Fig. 1: met1 routing
Cells faint in the background.
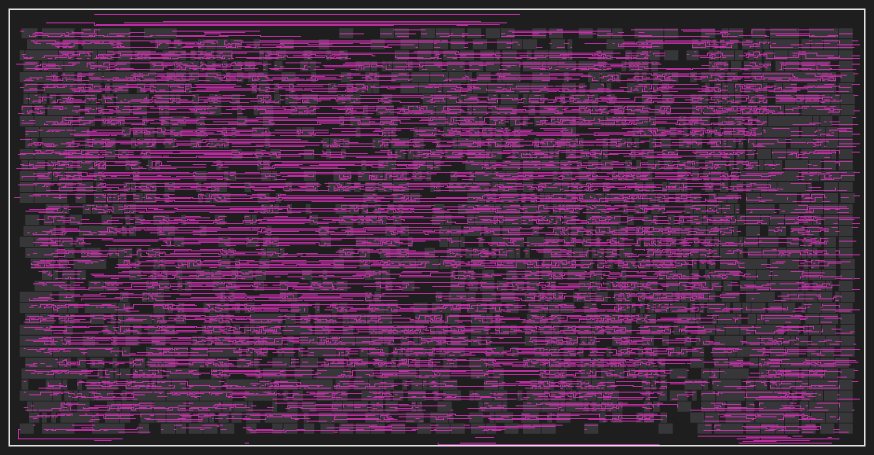
Fig. 2: met2 routing
Scale bar: 50 um.
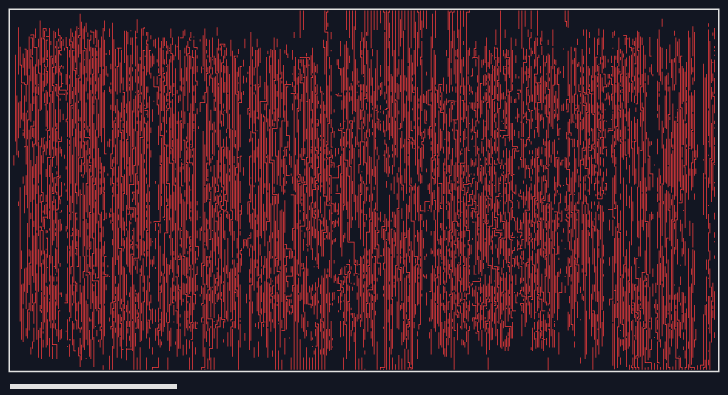
Fig. 3: M3 wires
Scale bar: 50 um.
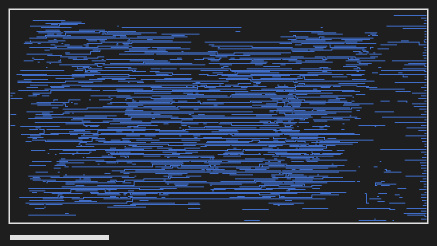
Fig. 4: met4 routing
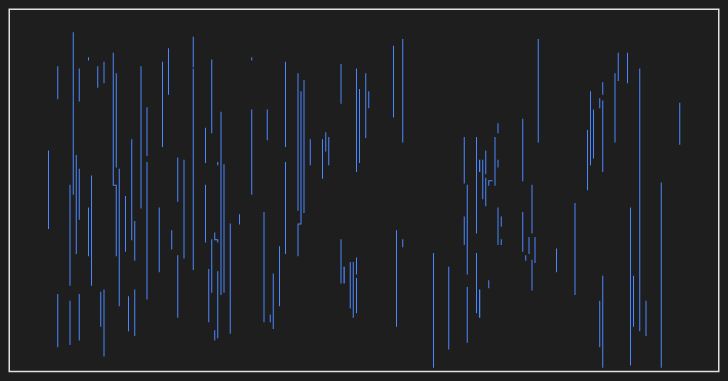
==> config.mk <==
export PLATFORM = sky130hd
export DESIGN_NAME = pc_alu_core
export DESIGN_NICKNAME = d
export VERILOG_FILES = /design/src/rtl/pc_alu_pkg.sv /design/src/rtl/pc_alu_core_unit.sv /design/src/rtl/pc_alu_core.sv
export SDC_FILE = /design/constraint.sdc
export NUM_CORES = 1
export LEC_CHECK = 0
export CORE_ASPECT_RATIO = 0.5
export CORE_MARGIN = 2
export CORE_UTILIZATION = 56
export DETAILED_ROUTE_END_ITERATION = 16
export HOLD_SLACK_MARGIN = 0.03
export PLACE_DENSITY = 0.95
export SLEW_MARGIN = 0
export SYNTH_ARGS = -nofsm -noshare
export SYNTH_HDL_FRONTEND = slang
export SYNTH_HIERARCHICAL = 1
export SYNTH_SLANG_ARGS = --single-unit
==> constraint.sdc <==
create_clock -name clock -period 15.3 [get_ports clock]
set_clock_uncertainty 0.15 [all_clocks]
set_input_delay 4.59 -clock clock [delete_from_list [all_inputs] [get_ports clock]]
set_output_delay 4.59 -clock clock [all_outputs]
set_load 0.05 [all_outputs]
==> Changelog: implementation <==
## Implementation

- Clock transition at path regs: 0.05 ns
- Htree depth: 2
- First-pass GRT wire length: slightly below 90000 um
- Switching Share: 0.546
- Comb/total area: 0.713
- Critical path data required time: 10.56 ns
- Log Warnings: 95
- Hold Vio Cnt, Final: 0
- Max FFs per register: 32
- Cell mode on critical path: or4_1
- Main logic family after synthesis: AND-OR/OR-AND gates
- Std cell rows: 37
- Post-synth ARST share: 0
- #MultiIn Comb: 1403
- Maximum clock rate: roughly 67 MHz
- ClkCell Share: 0.0126
- Clock power share: 0.136
- Pleak: between 5 and 6 nW
- Seq cells: 32
- Hold Path Stages: 2
- Final Cell Area: 0.0145 mm2
- Seq share, synth: 0.0531
- Busiest layer in global routing: met2
- Share of cells above drive strength 1: 0.109
- Top cells by count, synth: nor2_1, nand2_1, inv_1
- I/O Buffers: 204
- Slew HR: 0.226
- Synth top area share: 0.102
- DP Worst Slack: 0.600 ns
- Internal power: 0.408 mW
- Layout Area Growth over Synthesis: 20.4%
- Non-clock inverters: 117
- Crit path kind: in2out
- Status: finished, final reports clean
- DR vias/cell: around 7.5
- Worst EP arrival: 10.22 ns
- Clk buf depth: 2
- DR iter-0 viols: 3363
- Resized Gates After CTS: 0
- I/O Pins: slightly above 200
- Cell Area, Synth: 0.0121 mm2
- # hold bufs at CTS: 0
- Met1 Wirelength: 23000 um
- Ys flop type: dfxtp_1
About Fig. 1:
longest straight run = 105 um
nets with wire on the layer = 1849
share of all routed wire = 38%
wire length on this layer = 23.0 mm
global-route met1 utilization: 0.684
drt total wl: 60500 um

About Fig. 2:
longest straight run = 50.3 um
nets with wire on the layer = 1730
share of all routed wire = 39%
wire length on this layer = 23.6 mm
main direction = vertical
overall via count from detail_route: 15700
GRT met2 Usage: 0.729

About Fig. 3:
nets with wire on the layer = 549
longest straight run = 128 um
wire length on this layer = 11400 um
share of all routed wire = 19%
met3 GRT Util: 0.231

About Fig. 4:
main direction = vertical
wire length on this layer = 2340 um
longest straight run = 78.2 um
share of all routed wire = 3.9%

Power and IR drop assume default switching activity.
